--- src/rtl/seg_pkg.sv ---
// Shared definitions for the segment scan controller:
// hex-to-segment table, control-page filler byte, scan states.
package seg_pkg;

  localparam logic [7:0] CTL_BLANK = 8'h00;

  // segments a..g,dp on bits 7..0; entry k encodes digit k
  localparam logic [15:0][7:0] SEG_HEX = {
    8'h8E, 8'h9E, 8'h7A, 8'h1A,
    8'h3E, 8'hEE, 8'hF6, 8'hFE,
    8'hE0, 8'hBE, 8'hB6, 8'h66,
    8'hF2, 8'hDA, 8'h60, 8'hFC
  };

  typedef enum logic {
    ST_BLANK = 1'b0,
    ST_SHOW  = 1'b1
  } scan_state_t;

endpackage

--- src/rtl/seg7_hex_dec.sv ---
// Combinational hex digit to seven-segment byte decoder.
// Table lookup only; no state.
module seg7_hex_dec
  import seg_pkg::*;
(
  input  logic [3:0] hex,
  output logic [7:0] seg
);

  assign seg = SEG_HEX[hex];

endmodule

--- src/rtl/seg_scan_ctrl.sv ---
// Multiplexed seven-segment scanner: pages through a register file
// and a control byte with blanking gaps between digit groups.
module seg_scan_ctrl
  import seg_pkg::*;
#(
  parameter int NREG  = 16,
  parameter int DIV   = 33333,
  parameter int BLANK = 1,
  parameter int HOLD  = 2,
  localparam int NPAGE = NREG / 2,
  localparam int PW    = $clog2(NPAGE + 1)
) (
  input  logic               clk,
  input  logic               rst,
  input  logic [16*NREG-1:0] regs,
  input  logic [7:0]         ctl,
  input  logic               manual,
  input  logic [PW-1:0]      page_sel,
  input  logic               freeze,
  output logic [63:0]        disp,
  output logic [NPAGE:0]     sl_out,
  output logic [PW-1:0]      page,
  output logic               frame_done
);

  localparam int DW   = $clog2(DIV);
  localparam int TMAX = (BLANK > HOLD) ? BLANK : HOLD;
  localparam int TW   = $clog2(TMAX + 1);

  localparam logic [DW-1:0] DIV_LAST   = DW'(DIV - 1);
  localparam logic [TW-1:0] BLANK_LAST = TW'(BLANK - 1);
  localparam logic [TW-1:0] HOLD_LAST  = TW'(HOLD - 1);
  localparam logic [PW-1:0] CTL_PAGE   = PW'(NPAGE);

  logic [DW-1:0] cnt;
  logic [TW-1:0] tcnt;
  scan_state_t   state;
  logic [PW-1:0] nxt_page;
  logic          tick;

  logic [15:0]    word_a;
  logic [15:0]    word_b;
  logic [63:0]    seg_bytes;
  logic [63:0]    disp_load;
  logic [NPAGE:0] sl_load;
  logic [PW-1:0]  sel_clamp;
  logic [PW-1:0]  auto_next;
  logic           is_ctl;

  assign tick   = (cnt == DIV_LAST) && !freeze;
  assign is_ctl = (nxt_page == CTL_PAGE);

  always_comb begin
    word_a = '0;
    word_b = '0;
    for (int p = 0; p < NPAGE; p++) begin
      if (nxt_page == PW'(p)) begin
        word_a = regs[32*p +: 16];
        word_b = regs[32*p+16 +: 16];
      end
    end
  end

  for (genvar gi = 0; gi < 8; gi++) begin : g_dig
    logic [3:0] nib;
    if (gi < 4) begin : g_a
      assign nib = word_a[4*(3-gi) +: 4];
    end else begin : g_b
      assign nib = word_b[4*(7-gi) +: 4];
    end
    seg7_hex_dec u_dec (
      .hex (nib),
      .seg (seg_bytes[8*gi +: 8])
    );
  end

  assign disp_load = is_ctl ? {{7{CTL_BLANK}}, ctl} : seg_bytes;

  // data page p lights the group at the mirrored position
  always_comb begin
    sl_load = '0;
    if (is_ctl) begin
      sl_load[NPAGE] = 1'b1;
    end else begin
      for (int p = 0; p < NPAGE; p++) begin
        if (nxt_page == PW'(p)) sl_load[NPAGE-1-p] = 1'b1;
      end
    end
  end

  assign sel_clamp = (page_sel > CTL_PAGE) ? CTL_PAGE : page_sel;
  assign auto_next = (page == CTL_PAGE) ? '0 : page + 1'b1;

  always_ff @(posedge clk) begin
    if (rst) begin
      cnt        <= '0;
      tcnt       <= '0;
      state      <= ST_BLANK;
      nxt_page   <= '0;
      page       <= '0;
      disp       <= '0;
      sl_out     <= '0;
      frame_done <= 1'b0;
    end else if (!freeze) begin
      frame_done <= 1'b0;
      cnt        <= (cnt == DIV_LAST) ? '0 : cnt + 1'b1;
      if (tick) begin
        unique case (state)
          ST_BLANK: begin
            if (tcnt == BLANK_LAST) begin
              tcnt   <= '0;
              state  <= ST_SHOW;
              page   <= nxt_page;
              disp   <= disp_load;
              sl_out <= sl_load;
            end else begin
              tcnt <= tcnt + 1'b1;
            end
          end
          ST_SHOW: begin
            if (tcnt == HOLD_LAST) begin
              tcnt       <= '0;
              state      <= ST_BLANK;
              sl_out     <= '0;
              nxt_page   <= manual ? sel_clamp : auto_next;
              frame_done <= !manual && (page == CTL_PAGE);
            end else begin
              tcnt <= tcnt + 1'b1;
            end
          end
        endcase
      end
    end
  end

endmodule

--- config.mk ---
export PLATFORM = sky130hd
export DESIGN_NAME = seg_scan_ctrl
export DESIGN_NICKNAME = d
export VERILOG_FILES = /design/src/rtl/seg_pkg.sv /design/src/rtl/seg7_hex_dec.sv /design/src/rtl/seg_scan_ctrl.sv
export SDC_FILE = /design/constraint.sdc
export NUM_CORES = 1
export LEC_CHECK = 0
export CORE_UTILIZATION = 40
export CTS_CLUSTER_DIAMETER = 40
export CTS_CLUSTER_SIZE = 14
export DETAILED_ROUTE_END_ITERATION = 10
export HOLD_SLACK_MARGIN = 0.1
export PLACE_DENSITY_LB_ADDON = 0.05
export SLEW_MARGIN = 20
export SYNTH_ARGS = -nofsm -noshare
export SYNTH_HDL_FRONTEND = slang
export SYNTH_SLANG_ARGS = --single-unit
--- constraint.sdc ---
create_clock -name clk -period 3.19 [get_ports clk]
set_clock_uncertainty 0.1 [all_clocks]
set_input_delay 0.638 -clock clk [delete_from_list [all_inputs] [get_ports clk]]
set_output_delay 0.638 -clock clk [all_outputs]
set_load 0.02 [all_outputs]
run_1/placement.png
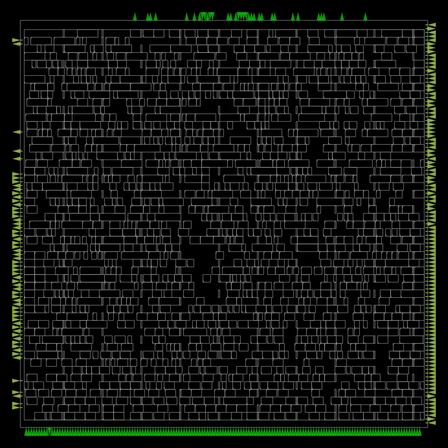
Core Util, Final: 63.49%
# Taps: 265
Seq area share: 15.12%
row count: 51
Final Non-Filler Cells: 1699

run_1/layer_met3.png
Bar = 50 um.
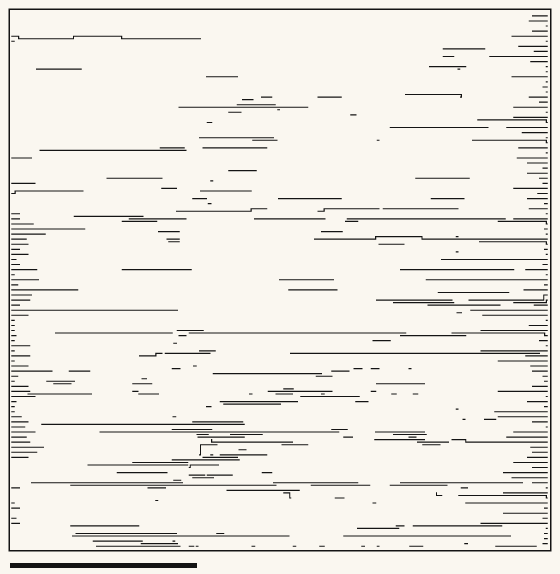
The wires run mostly horizontal. 277 nets have wire on it. The longest straight run is 66.7 um.

==> impl_metrics.py, run 1 <==
# Synthesis and PnR figures
metrics = {
    "status": {
        "status": "complete, no violations",
    },
    "setup_path": {
        "crit_type": "flip-flop to flip-flop",
        "ff2ff_path_depth": 13,
        "crit_slowest_cell": "dfxtp_1",
        "r2r-start": "nxt_page[3]$_SDFFE_PP0P_",
        "critPathTopFamily": "AND-OR/OR-AND gates",
    },
    "die": {
        "chipArea_mm2": 0.02094,
        "die_h_um": 144.7,
    },
    "pwr": {
        "static-leakage-power_nw": 4.577,
        "p_clk_mw": 1.11,
        "netSwitchingPower_mw": 0.8456,
        "maxPowerGroup": "sequential cells",
        "design_power_total_mw": 3.011,
        "p_seq_mw": 1.18,
    },
    "place": {
        "portBuffers": 342,
        "dpl.cell_count": 1678,
    },
    "layout": {
        "layout_top_cell": "clkdlybuf4s50_1",
        "largest_reg_flops": 57,
        "syn_to_final_growth_pct": 53.64,
        "nNetsFinal": 1735,
        "top_register": "disp",
        "logic_gates": 855,
        "n_antenna_cell": 4,
    },
    "logic_synthesis": {
        "ys_area_mm2": 0.008148,
        "synth_area_leader_cell": "dfxtp_1",
        "yosys-top-cells-count": "107 x nand2_1, 94 x dfxtp_1, 82 x nor2_1",
        "synth_flops": 94,
    },
    "detailed_routing": {
        "viasPerCell": 5.666,
        "drc": 0,
        "routed_wl_um": 36410,
    },
    "clock_tree": {
        "path_clk_slew_ps": 70,
    },
    "hold_path": {
        "holdPathEnd": "disp[12]$_SDFFE_PP0P_",
        "hold_class": "flip-flop to flip-flop",
    },
    "final_timing": {
        "finalMaxSlewViolations": 0,
        "setup_ws_ps": 246.1,
        "hold_slack_ps": 353.2,
    },
    "grt": {
        "grt_util_all_layers_pct": 34.38,
    },
}
run_1/logic_types.png
Bar = 50 um.
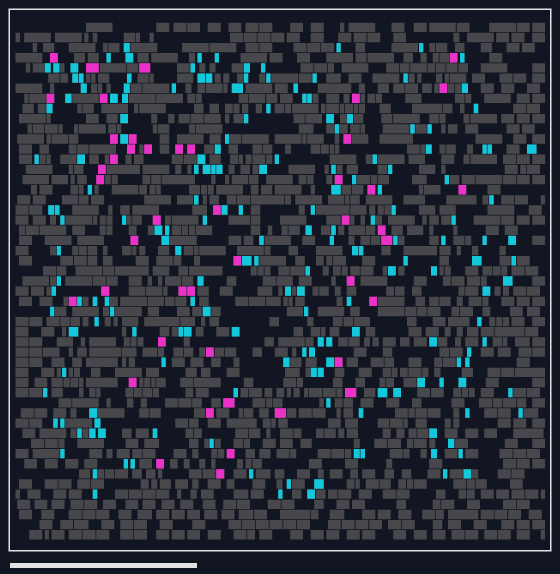
AND and OR gates: marked magenta, cells 45. NAND gates: marked cyan, cells 182, where widely spread.

run_1/cell_density.png
The die is cut into 14 by 14 equal tiles; black is low, pale yellow is high, 0 to 100% covered.
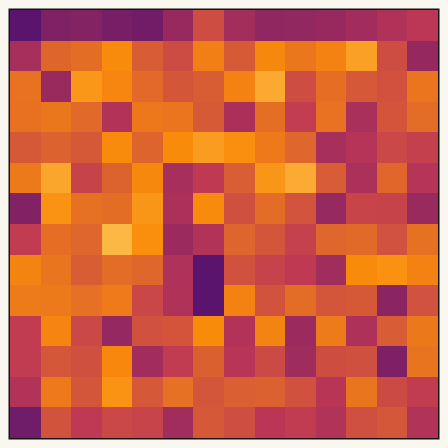
7.1% of the tiles are over 75% full. The mean over all tiles is 58%. The densest ninth of the die: left middle. The fullest tile reaches 85%.
core area: 0.01972 mm^2
FP Core Util: 41.32%

run 1: timing repair:
item                                   in CTS  in global routing
setup endpoints to repair                   3                  4
buffers inserted                            0                  1
endpoints found under the hold margin       0                  0
resized                                     1                  2
run 1: metal layers:
metal | GRT usage [%] | wire length (um)
met3 | 7.173 | 3058
met4 | 13.02 | 1210
met5 | 0 | 0
met1 | 43.53 | 15360
met2 | 57.09 | 16780
run 1: cell families after synthesis:
kind of cell    after synthesis  synth area share, %
simple gates                378                23.02
compound gates              332                27.04
buf+inv                     133                7.478
flops                        94                23.10
mux                          83                11.66
fa+ha+maj                    38                5.835
xor+xnor                     17                1.827
other cells                   1              0.04602
## Run 2: what changed since run 1
--- a/config.mk
+++ b/config.mk
@@ -5,6 +5,7 @@
 export SDC_FILE = /design/constraint.sdc
 export NUM_CORES = 1
 export LEC_CHECK = 0
+export CORE_MARGIN = 1
 export CORE_UTILIZATION = 40
 export CTS_CLUSTER_DIAMETER = 40
 export CTS_CLUSTER_SIZE = 14
==> run 2 against run 1 <==
Against the previous run: hold slack unchanged; sequential power about the same; via count unchanged; sequential cell count unchanged; die area unchanged; highest routed layer unchanged; clock-buffer cell count unchanged; global-route usage unchanged; largest cell class unchanged; maximum frequency unchanged; synthesized area unchanged; design area unchanged.
==> impl_metrics.py, run 2 <==
# Synthesis and PnR figures
metrics = {
    "clock_tree": {
        "cts-buffers-inserted": 9,
        "path_clk_slew_ps": 70,
    },
    "final_timing": {
        "setup_ws_ps": 246.1,
        "finalMaxSlewViolations": 0,
        "setup_viol_count_final": 0,
        "hold_slack_ps": 353.2,
    },
    "pwr": {
        "static-leakage-power_nw": 4.577,
        "maxPowerGroup": "sequential cells",
        "p_clk_mw": 1.11,
        "p_seq_mw": 1.18,
        "netSwitchingPower_mw": 0.8456,
    },
    "detailed_routing": {
        "viasPerCell": 5.666,
        "drc": 0,
        "wl_met1_um": 15360,
        "routed.top_layer": "met4",
        "wl_met3_um": 3058,
        "routed_wl_um": 36410,
    },
    "place": {
        "dpl.cell_count": 1678,
        "portBuffers": 342,
    },
    "layout": {
        "seq_share_pct": 15.12,
        "nNetsFinal": 1735,
        "layout_top_cell": "clkdlybuf4s50_1",
        "largest_reg_flops": 57,
        "top_register": "disp",
        "logic_gates": 855,
        "syn_to_final_growth_pct": 53.64,
        "dominant-cell-class": "multi-input combinational cells",
        "final_core_util_pct": 63.49,
    },
    "setup_path": {
        "crit_slowest_cell": "dfxtp_1",
        "cp_cell_sequence": "buf_4 > or3_1 > nor2_1 > a21oi_1 > o31ai_1 > mux2_2 > a221oi_4 > inv_1 > ha_1 > and3_1 > a211o_1 > a22oi_1 > a211oi_1",
        "r2r-start": "nxt_page[3]$_SDFFE_PP0P_",
        "crit_type": "flip-flop to flip-flop",
        "ff2ff_path_depth": 13,
    },
    "hold_path": {
        "hold_class": "flip-flop to flip-flop",
        "holdPathEnd": "disp[12]$_SDFFE_PP0P_",
    },
    "die": {
        "die_h_um": 144.7,
        "nWellTaps": 265,
        "num_rows": 51,
        "chipArea_mm2": 0.02094,
        "initial_core_util_pct": 41.32,
    },
    "grt": {
        "grt_util_all_layers_pct": 34.38,
        "grt.busiest_layer": "met2",
        "grt_use_met3_pct": 7.173,
        "grt_util_met2_pct": 57.09,
        "use_met1_pct": 43.53,
    },
    "logic_synthesis": {
        "ys_area_mm2": 0.008148,
        "synth_area_leader_cell": "dfxtp_1",
        "yosys-top-cells-count": "107 x nand2_1, 94 x dfxtp_1, 82 x nor2_1",
    },
    "status": {
        "status": "complete, no violations",
    },
    "run": {
        "cap_violations": 0,
    },
}
run 2: cell counts after synthesis:
No cell type changed its count.
run 2: kinds of logic after synthesis:
family | share of synthesized area, %
multiplexers | 11.66
AND/OR/NAND/NOR | 23.02
adder cells (fa/ha/maj) | 5.835
AND-OR/OR-AND | 27.04
XOR/XNOR | 1.827
buffers and inverters | 7.478
flip-flops | 23.10
other | 0.04602
run 2: worst max-delay path, delay by kind of cell, from the launching register on:
family                     cells  cell delay [ps]
AOI/OAI and AO/OA              6              980
DFF                            1              590
and+or+nand+nor                3              350
buffers and inverters          2              320
muxes                          1              300
adders and majority gates      1              200
run 2: timing repair:
action / 4_1_cts / 5_1_grt
resized: 1 / 2
setup endpoints to repair: 3 / 4
setup buffers: 0 / 1
pin swaps: 0 / 0
run_2/cell_density.png
The die is cut into 14 by 14 equal tiles; black is low, pale yellow is high, 0 to 100% covered.
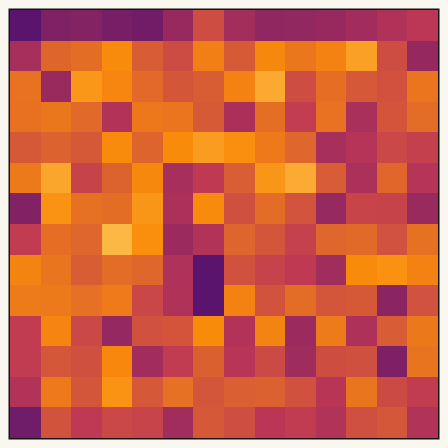
The mean over all tiles is 58%. The densest ninth of the die: left middle. 7.1% of the tiles are over 75% full. The fullest tile reaches 85%.

## Run 3: what changed since run 2
--- a/config.mk
+++ b/config.mk
@@ -6,7 +6,7 @@
 export NUM_CORES = 1
 export LEC_CHECK = 0
 export CORE_MARGIN = 1
-export CORE_UTILIZATION = 40
+export CORE_UTILIZATION = 42
 export CTS_CLUSTER_DIAMETER = 40
 export CTS_CLUSTER_SIZE = 14
 export DETAILED_ROUTE_END_ITERATION = 10
@@ -15,4 +15,5 @@
 export SLEW_MARGIN = 20
 export SYNTH_ARGS = -nofsm -noshare
 export SYNTH_HDL_FRONTEND = slang
+export SYNTH_HIERARCHICAL = 1
 export SYNTH_SLANG_ARGS = --single-unit
==> run 3 against run 2 <==
Against the previous run: utilization down 2.0 points; hold slack better by 17 ps; maximum frequency down 0.43%; global-route usage down 7.2 points; die area up 16%; setup slack worse by 13 ps; synthesized area up 22%; critical endpoint is now disp[4]$_SDFFE_PP0P_; highest routed layer is now met5.
==> impl_metrics.py, run 3 <==
# Synthesis and PnR figures
metrics = {
    "status": {
        "status": "complete, no violations",
    },
    "setup_path": {
        "cp_cell_sequence": "buf_4 > mux2i_1 > o22ai_1 > a22o_1 > inv_1 > ha_1 > mux4_2 > mux2i_1 > a211oi_2",
        "path_depth": 9,
        "cp_num_buf_inv": 2,
        "crit_slowest_cell": "mux4_2",
        "critPathTopFamily": "multiplexers",
        "r2r-start": "nxt_page[0]$_SDFFE_PP0P_",
        "ff2ff_path_depth": 9,
    },
    "hold_path": {
        "hold_class": "flip-flop to flip-flop",
        "holdPathEnd": "disp[24]$_SDFFE_PP0P_",
    },
    "logic_synthesis": {
        "aoi_share_pct": 24.24,
        "logic_family": "AND-OR/OR-AND gates",
        "yosys-top-cells-count": "119 x nand2b_1, 101 x dfxtp_1, 78 x mux2i_1",
        "synth_area_leader_cell": "dfxtp_1",
        "ys_sh_simple_pct": 22.62,
        "ys_area_mm2": 0.009907,
        "ys_sh_mux_pct": 14.40,
        "fa_ha_area_share_pct": 7.957,
    },
    "layout": {
        "nNetsFinal": 1838,
        "top_register": "disp",
        "layout_top_cell": "clkdlybuf4s50_1",
        "final_core_util_pct": 61.47,
        "syn_to_final_growth_pct": 42.20,
        "largest_reg_flops": 64,
    },
    "die": {
        "num_rows": 55,
        "chipArea_mm2": 0.02421,
        "initial_core_util_pct": 43.23,
        "die_h_um": 155.6,
    },
    "detailed_routing": {
        "routed_wl_um": 34390,
        "drc": 0,
        "wl_met3_um": 1731,
        "routed.top_layer": "met5",
        "viasPerCell": 5.458,
        "wl_met1_um": 15180,
    },
    "clock_tree": {
        "cts_resized": 0,
        "cts-buffers-inserted": 9,
    },
    "grt": {
        "use_met1_pct": 34.81,
        "grt_util_all_layers_pct": 27.20,
        "grt.busiest_layer": "met2",
        "grt_util_met2_pct": 46.55,
    },
    "pwr": {
        "p_clk_mw": 1.17,
        "p_seq_mw": 1.26,
        "maxPowerGroup": "sequential cells",
        "static-leakage-power_nw": 5.093,
    },
    "final_timing": {
        "finalMaxSlewViolations": 0,
    },
}
-- run 3: cell count changes after synthesis, sizes merged, moves of 28 or more --
cell    before  now
nand4        9   59
nor2        82   42
inv         34   67
nand2b      22  119
nand3       35    7
nor3        32    4
nand2      107   24
nor2b       22   68
-- run 3: worst register-to-register path, delay by kind of cell, from the launching register on --
family	cells	cell delay [ps]
mux	3	980
buf+inv	2	600
compound gates	3	480
flops	1	390
fa+ha+maj	1	270
-- run 3: area by class of cell --
type	instances	area [um^2]
diodes	1	2.502
clock buffers	10	239.0
clock inverters	6	71.32
fillers	2066	8828
inverters	67	251.5
multi-input cells	911	7032
flip-flops and latches	101	2031
well taps	313	391.6
repair buffers	413	4069
run_3/cell_density.png
The die is cut into 16 by 16 equal tiles; black is low, pale yellow is high, 0 to 100% covered.
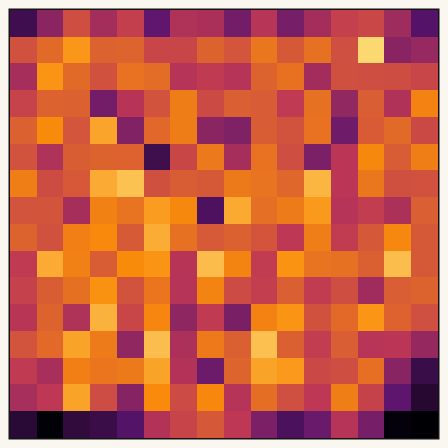
The fullest tile reaches 91%. The mean over all tiles is 57%. 1.2% of the tiles are nearly empty. 11% of the tiles are over 75% full.


## Gallery

Nets reached from selected ports.
image #1
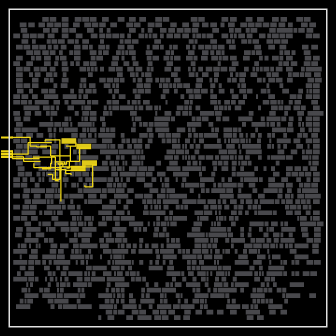
image #2
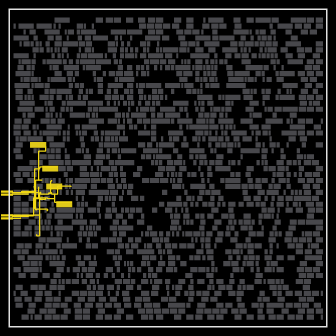
| picture | from |
|---|---|
| image #2 | run 1 |
| image #1 | run 3 |

Key to image #1:
page: marked yellow, direction output, edge left, end cells 4, wire 312 um.

Power and IR drop assume default switching activity.
